Fig. 1: run 1, wiring by layer
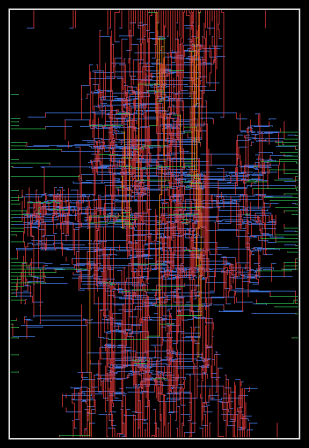
Fig. 2: run 1, clock network drawn from the DEF
Scale bar: 20 um.
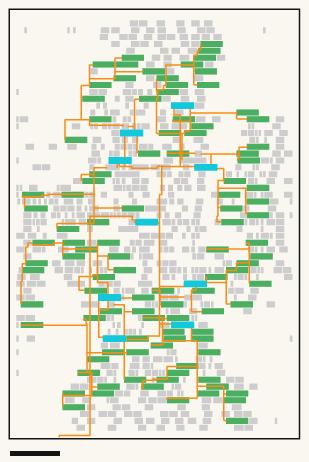
Fig. 3: run 1, supply network
Scale bar: 20 um. Pins as bars on the die edge.
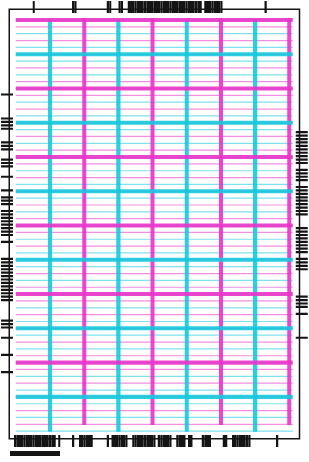
==> config.mk <==
export PLATFORM = sky130hd
export DESIGN_NAME = load_store_unit_flat
export DESIGN_NICKNAME = d
export VERILOG_FILES = /design/src/rtl/load_store_unit_if.sv /design/src/rtl/load_store_unit.sv /design/src/flat_wrapper.sv
export SDC_FILE = /design/constraint.sdc
export NUM_CORES = 1
export LEC_CHECK = 0
export CAP_MARGIN = 20
export CELL_PAD_IN_SITES_DETAIL_PLACEMENT = 0
export CELL_PAD_IN_SITES_GLOBAL_PLACEMENT = 1
export CORE_ASPECT_RATIO = 1.5
export CORE_MARGIN = 2
export CORE_UTILIZATION = 30
export DETAILED_ROUTE_END_ITERATION = 8
export PLACE_DENSITY = 0.75
export SYNTH_ARGS = -nofsm -noshare
export SYNTH_HDL_FRONTEND = slang
export SYNTH_SLANG_ARGS = --single-unit
==> constraint.sdc <==
create_clock -name clk -period 2.61 [get_ports clk]
set_input_delay 0.522 -clock clk [delete_from_list [all_inputs] [get_ports clk]]
set_output_delay 0.522 -clock clk [all_outputs]
set_load 0.05 [all_outputs]
==> run summary, run 1 <==
slew at the pin closest to its max-slew limit = 613.0 ps
YS warnings = 0
Initial DRT Pass Iterations = 5
Synth Register Bits = 103
tool warning count = 51
PwrDens = 1444 nW/um^2
Combinational Power Share = 60.5%
Cells after Synth = 529
post-cts sizing count = 0
initial antenna violation count = 0
Top Layer Used = met4
DR vias = 4899
Max-cap violations = 0
drt drc = 0
Synth area leader = dfrtp_1
worst reg-to-reg setup slack = 290 ps
Worst Path Buf+Inv = 1
fin crit period = 2316 ps
yosys cell count = 529
clock slew at reported path FFs = 70 ps
largest net degree at the start of global routing = 65
Worst Setup Slack post-DPL = 285.2 ps
Slowest-stage cell, CP = or4b_2
Flop pwr share = 26.7%
Unique cell types = 54
post-synthesis async set-or-reset flop share = 100.0%
first-pass GRT wire length = 27660 um
Crit. End Element = register
Setup-failing EPs final = 0
sw power = 5.513 mW
Hold Vio Cnt, Final = 0
CP Depth = 6
Rows = 60
CP delay by family, top = simple AND/OR/NAND/NOR gates
CTS tree = done
Via density = 5.419
DP HPWL = 14300 um
met3 WL = 981 um
R2R cell count = 6
Required @ worst endpoint = 2870 ps
crit-path max cell delay = 730 ps
Placed Instances = 888
Port Buffer Count = 164
WP data arrival = 2570 ps
area growth from synthesis to layout = 38.88%
Leak = 3.209 nW
top cells, area = dfrtp_1, mux2_2, o31ai_1
Slew Viols, Final = 0
Internal = 5.519 mW
maximum VDD drop = 0.0007480 V
gr ovfl total = 0
routability cong. = 0.9098
Final Non-Filler Cells = 904
Post-synth EDFFs = 0
Clock Power Share = 12.8%
WL per Instance = 20.38 um
cell with the most instances after synthesis = dfrtp_1
CTS sink count = 103
Avg Inst Size Synth = 10.40 um^2
Critical Path Fanout Max = 8
mapped cell area = 5503 um^2
Max power group = combinational logic
fin crit share = 88.72%
final hold slack = 102.8 ps
relative slew slack = 59.13%
Met1 Wirelength = 6714 um
cts hold-fix bufs = 0
H-tree depth = 3
layout cell share with drive strength beyond 1 = 14.26%
vias in the first global route = 4830
register share after synthesis = 46.86%
utilization after layout = 42.59%
CP cell instances = inv_1 -> ha_1 -> or4b_2 -> a21oi_4 -> a221oi_1 -> o31ai_1
fmax = 431.9 MHz
CTS root buffer = clkbuf_16
Crit Path Class = reg2reg
Num CTS Buffers = 9
switching share of power = 49.97%
Pre-Place Util = 30.67%
Bufs on Longest Clock Path = 2
post-route antenna net violation count = 0
post-route worst setup slack = 294.4 ps
met2 WL = 9953 um
top cells by count, synth = dfrtp_1, mux2_2, nand2_1, nor2_1, o21ai_0
Hold Crit Class = in2async
Max Clock Skew = 7.859 ps
1st-iter DRT viols = 377
chip area estimate from yosys synthesis = 5503 um^2
io pins = 204
most used flip-flop cell = dfrtp_1
P_comb = 6.67 mW
DIE AREA = 19460 um^2
Max-area cell share = 46.38%
status = complete, no violations
Critical Path Start Type = register
Nets = 795
setup_tns = 0 ps
Post-CTS Setup Bufs = 0
RSZ-0062 raised after global routing = no
ANT cells = 0
power of the sequential group = 2.95 mW
## Picture notes: Fig. 1
layer	colour	wire length
metal 3	green	982 um
metal 4	orange	776 um
metal 2	red	9950 um
metal 1	blue	6710 um
routed wire length: 18430 um
Total Routing Usage GR: 18.79%

## Picture notes: Fig. 2
[clock drivers] cyan | count: 9
[flip-flops] green | count: 103
[clock wires] orange | length: 1300 um
flops lie	spread over the die
routed clock nets	10
later-pin clock latency in the skew report: 350 ps
Clock group: 1.41 mW

## Picture notes: Fig. 3
net	colour
VDD	magenta
VSS	cyan
met4 straps	8
rows	60
met5 straps	12
signal pins	204
met1 rails	61
die span in x: 114.6 um
die height: 169.9 um
Core Region: 17940 um^2

run 1: layer usage:
layer	global-route usage (%)	up-vias
met5	0	-
met4	8.696	0
met3	3.134	46
met2	33.93	212
met1	21.32	2422
li1	-	2219
run 1: cells in the final DEF (no fill, tap or decap), types with 21 or more instances in the layout:
master           netlist  final
clkdlybuf4s50_1        0    163
dfrtp_1              102    102
mux2_2                42     42
nand2_1               42     42
nor2_1                40     40
o21ai_0               38     38
o31ai_1               32     32
nand2b_1              25     25
a221oi_1              24     24
conb_1                 1     21
run 1: worst reg2reg max path: cells and delay by family, from the launching register on:
kind	cells	cell delay, ps
simple gates	1	730
compound gates	3	700
fa+ha+maj	1	290
buf+inv	1	120
flops	1	380
run 1: logic make-up (layout without fill, tap and decap cells):
| group | count (synthesis) | in the layout | share of synthesized area [%] |
|---|---|---|---|
| compound gates | 160 | 160 | 22.12 |
| simple gates | 131 | 131 | 11.66 |
| flops | 103 | 103 | 46.86 |
| buf+inv | 78 | 216 | 7.276 |
| mux | 47 | 47 | 9.959 |
| fa+ha+maj | 9 | 9 | 2.046 |
| other cells | 1 | 21 | 0.06815 |
run 1: stage by stage:
step,area [um^2],total power [mW]
finish,7642,11.03
global route,7642,11.66
CTS,7642,11.10
detailed placement,7328,9.661
global placement,7328,9.485
floorplan,5580,7.480
run 1: final cells by class:
| type | count | area, um^2 |
|---|---|---|
| Timing Repair Buffer | 183 | 1807 |
| Clock inverter | 7 | 88.84 |
| Sequential cell | 103 | 2579 |
| Tap cell | 217 | 271.5 |
| Inverter | 17 | 63.81 |
| Multi-Input combinational cell | 368 | 2608 |
| Clock buffer | 9 | 225.2 |
| Fill cell | 1733 | 10300 |
Fig. 4: run 1, routing congestion
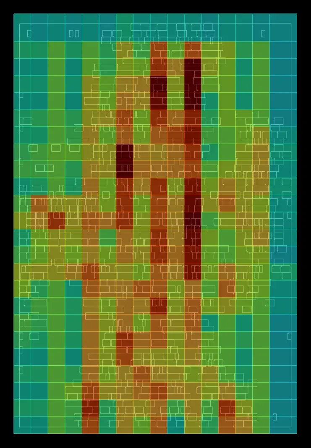

==> run 2: changes to the inputs <==
--- a/config.mk
+++ b/config.mk
@@ -5,6 +5,7 @@
 export SDC_FILE = /design/constraint.sdc
 export NUM_CORES = 1
 export LEC_CHECK = 0
+export ABC_AREA = 1
 export CAP_MARGIN = 20
 export CELL_PAD_IN_SITES_DETAIL_PLACEMENT = 0
 export CELL_PAD_IN_SITES_GLOBAL_PLACEMENT = 1
@@ -12,7 +13,7 @@
 export CORE_MARGIN = 2
 export CORE_UTILIZATION = 30
 export DETAILED_ROUTE_END_ITERATION = 8
-export PLACE_DENSITY = 0.75
+export PLACE_DENSITY = 0.77
 export SYNTH_ARGS = -nofsm -noshare
 export SYNTH_HDL_FRONTEND = slang
 export SYNTH_SLANG_ARGS = --single-unit
Fig. 5: run 2, routing congestion
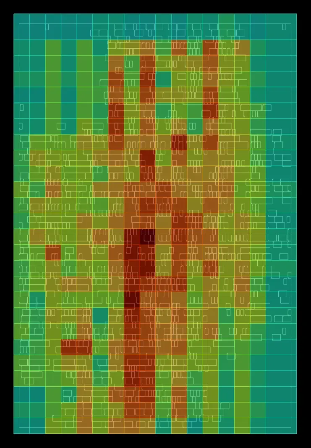
WL per Instance: 16.50 um
utilization after layout: 40.86%

Fig. 6: run 2, clock network drawn from the DEF
Scale bar: 20 um.
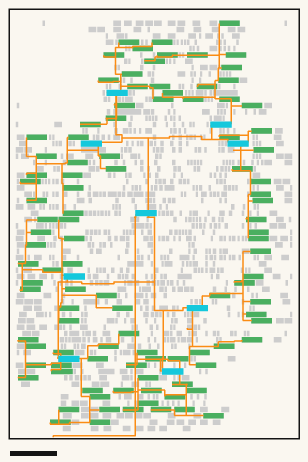
[flip-flops] green | count: 103
[clock drivers] cyan | count: 9
[clock wires] orange | length: 1440 um
routed clock nets	10
flops lie	spread over the die
later-pin clock latency in the skew report: 360 ps
Max Clock Skew: 7.755 ps
Clock group: 1.55 mW
Clock Power Share: 13.0%

==> run 2 against run 1 <==
Compared with the run above:
- synthesized cell count up 75%
- cell count up 48%
- clock power up about 10%
- clock skew about the same
- power is 8.0% higher
- setup slack better by 45 ps
- global-route usage rose by 0.78 points
- worst hold slack better by 370 ps
- maximum frequency rose by 2.0%
- highest routed layer unchanged
- area after synthesis increased by 18%
==> run summary, run 2 <==
status = complete, no violations (unchanged)
cell with the most instances after synthesis = nand2_1 (was dfrtp_1)
Initial DRT Pass Iterations = 5 (unchanged)
layout cell share with drive strength beyond 1 = 6.704% (was 14.26%)
Bufs on Longest Clock Path = 2 (unchanged)
Worst Setup Slack post-DPL = 397.5 ps (was 285.2 ps)
register share after synthesis = 39.86% (was 46.86%)
gr ovfl total = 0 (unchanged)
routed wire length = 22140 um (was 18430 um)
most common logic cells in the final layout = nand2_1, clkdlybuf4s50_1, dfrtp_1, a21oi_1 (was clkdlybuf4s50_1, dfrtp_1, mux2_2, nand2_1, nor2_1)
clock slew at reported path FFs = 70 ps (about the same)
Post-synth EDFFs = 0 (unchanged)
chip area estimate from yosys synthesis = 6469 um^2 (was 5503 um^2)
CTS tree = done (unchanged)
DIE AREA = 22780 um^2 (was 19460 um^2)
Crit Path Class = reg2out (was reg2reg)
Port Buffer Count = 164 (unchanged)
crit-path max cell delay = 820 ps (was 730 ps)
io pins = 204 (unchanged)
CP cell instances = clkdlybuf4s50_1 (was inv_1 -> ha_1 -> or4b_2 -> a21oi_4 -> a221oi_1 -> o31ai_1)
tool warning count = 51 (unchanged)
R2R cell count = 8 (was 6)
relative slew slack = 60.98% (was 59.13%)
worst reg-to-reg setup slack = 500 ps (was 290 ps)
post-route worst setup slack = 339.4 ps (was 294.4 ps)
post-synthesis async set-or-reset flop share = 100.0% (unchanged)
Crit. End Element = primary output (was register)
Post-Layout Inst Area = 8606 um^2 (was 7642 um^2)
most used flip-flop cell = dfrtp_1 (unchanged)
Hold Crit Class = reg2reg (was in2async)
Hold Vio Cnt, Final = 0 (unchanged)
ANT cells = 0 (unchanged)
Rows = 65 (was 60)
yosys cell count = 925 (was 529)
initial antenna violation count = 0 (unchanged)
setup_tns = 0 ps (unchanged)
Area after DPL = 8257 um^2 (was 7328 um^2)
DP HPWL = 16850 um (was 14300 um)
CP delay by family, top = buffers and inverters (was simple AND/OR/NAND/NOR gates)
CP Depth = 1 (was 6)
CTS root buffer = clkbuf_16 (unchanged)
PwrDens = 1384 nW/um^2 (was 1444 nW/um^2)
Leak = 4.104 nW (was 3.209 nW)
fin crit period = 2271 ps (was 2316 ps)
fmax = 440.4 MHz (was 431.9 MHz)
maximum VDD drop = 0.0007359 V (was 0.0007480 V)
RSZ-0062 raised after global routing = no (unchanged)
slew at the pin closest to its max-slew limit = 584.5 ps (was 613.0 ps)
vias in the first global route = 6082 (was 4830)
Worst Path Buf+Inv = 1 (unchanged)
Setup-failing EPs final = 0 (unchanged)
mapped cell area = 6469 um^2 (was 5503 um^2)
DR vias = 6430 (was 4899)
H-tree depth = 3 (unchanged)
Synth area leader = dfrtp_1 (unchanged)
Post-CTS Setup Bufs = 0 (unchanged)
Synth Register Bits = 103 (unchanged)
first-pass GRT wire length = 33620 um (was 27660 um)
Required @ worst endpoint = 2090 ps (was 2870 ps)
Worst Hold Depth = 2
Critical Path Fanout Max = 4 (was 8)
WP data arrival = 1750 ps (was 2570 ps)
Pre-Place Util = 30.71% (was 30.67%)
Nets = 1182 (was 795)
YS warnings = 0 (unchanged)
area growth from synthesis to layout = 33.04% (was 38.88%)
Num CTS Buffers = 9 (unchanged)
Max-cap violations = 0 (unchanged)
total power = 11.91 mW (was 11.03 mW)
top cells, area = dfrtp_1, nand2_1, a21oi_1 (was dfrtp_1, mux2_2, o31ai_1)
1st-iter DRT viols = 372 (was 377)
Max-area cell share = 39.46% (was 46.38%)
largest net degree at the start of global routing = 65 (unchanged)
top cells by count, synth = nand2_1, dfrtp_1, a21oi_1 (was dfrtp_1, mux2_2, nand2_1, nor2_1, o21ai_0)
Via density = 4.791 (was 5.419)
Slowest-stage cell, CP = clkdlybuf4s50_1 (was or4b_2)
fin crit share = 87.00% (was 88.72%)
most numerous logic cell after layout = nand2_1 (was clkdlybuf4s50_1)
Avg Inst Size Synth = 6.993 um^2 (was 10.40 um^2)
Critical Path Start Type = register (unchanged)
routability cong. = 0.9407 (was 0.9098)
Cells after Synth = 925 (was 529)
post-route antenna net violation count = 0 (unchanged)
Unique cell types = 33 (was 54)
Slew Viols, Final = 0 (unchanged)
CTS sink count = 103 (unchanged)
drt drc = 0 (unchanged)
Total Routing Usage GR = 19.56% (was 18.79%)
Fig. 7: run 2, supply network
Scale bar: 20 um. Pins as bars on the die edge.
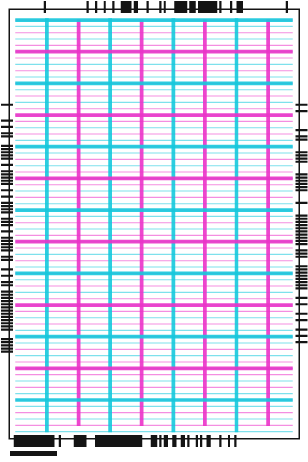
net	colour
VSS	cyan
VDD	magenta
met1 rails	66
signal pins	204
met5 straps	13
met4 straps	8
rows	65
die height: 183.8 um
Core Region: 21060 um^2
die span in x: 123.9 um

[run 2: metrics by stage]
stage                     hold WS, ps  instances  utilization [%]
after global routing            503.0       1342            40.86
after CTS                       483.3       1342            40.86
final                           475.4       1342            40.86
after detailed placement        357.4       1325            39.20
after global placement          356.6       1325            39.20
after floorplan                 226.4        945                -
[run 2: power breakdown]
| group | switching [mW] | internal, mW | total (mW) |
|---|---|---|---|
| Clock | 0.615 | 0.940 | 1.55 |
| Combinational | 5.17 | 2.35 | 7.52 |
| Sequential | 0.532 | 2.30 | 2.84 |
| Total | 6.32 | 5.60 | 11.9 |
[run 2: cells by family (layout without fill, tap and decap cells)]
| group | after synthesis | after routing | share of synthesized area [%] |
|---|---|---|---|
| adders and majority gates | 9 | 9 | 1.741 |
| DFF | 103 | 103 | 39.86 |
| buffers and inverters | 140 | 269 | 10.46 |
| muxes | 12 | 12 | 2.089 |
| AOI/OAI and AO/OA | 176 | 176 | 14.86 |
| and+or+nand+nor | 484 | 484 | 30.93 |
| other | 1 | 21 | 0.05797 |
[run 2: routing by layer]
layer  part of all wire [%]  track usage (%)
met2                     50            33.25
met1                     41            24.24
met5                      0                0
met4                    3.6            8.539
met3                    5.2            2.978
[run 2: repair_timing]
| action | 4_1_cts | 5_1_grt |
|---|---|---|
| hold buffers | 1 | 0 |
| endpoints found under the hold margin | 7 | 0 |
| resized | 0 | 0 |
[run 2: area by class of cell]
type	instances	area (um^2)
Fill cell	2198	12460
Multi-Input combinational cell	702	3293
Sequential cell	103	2579
Timing Repair Buffer	179	1779
Tap cell	268	335.3
Inverter	74	280.3
Clock buffer	11	232.7
Clock inverter	5	106.4
Power and IR drop assume default switching activity.
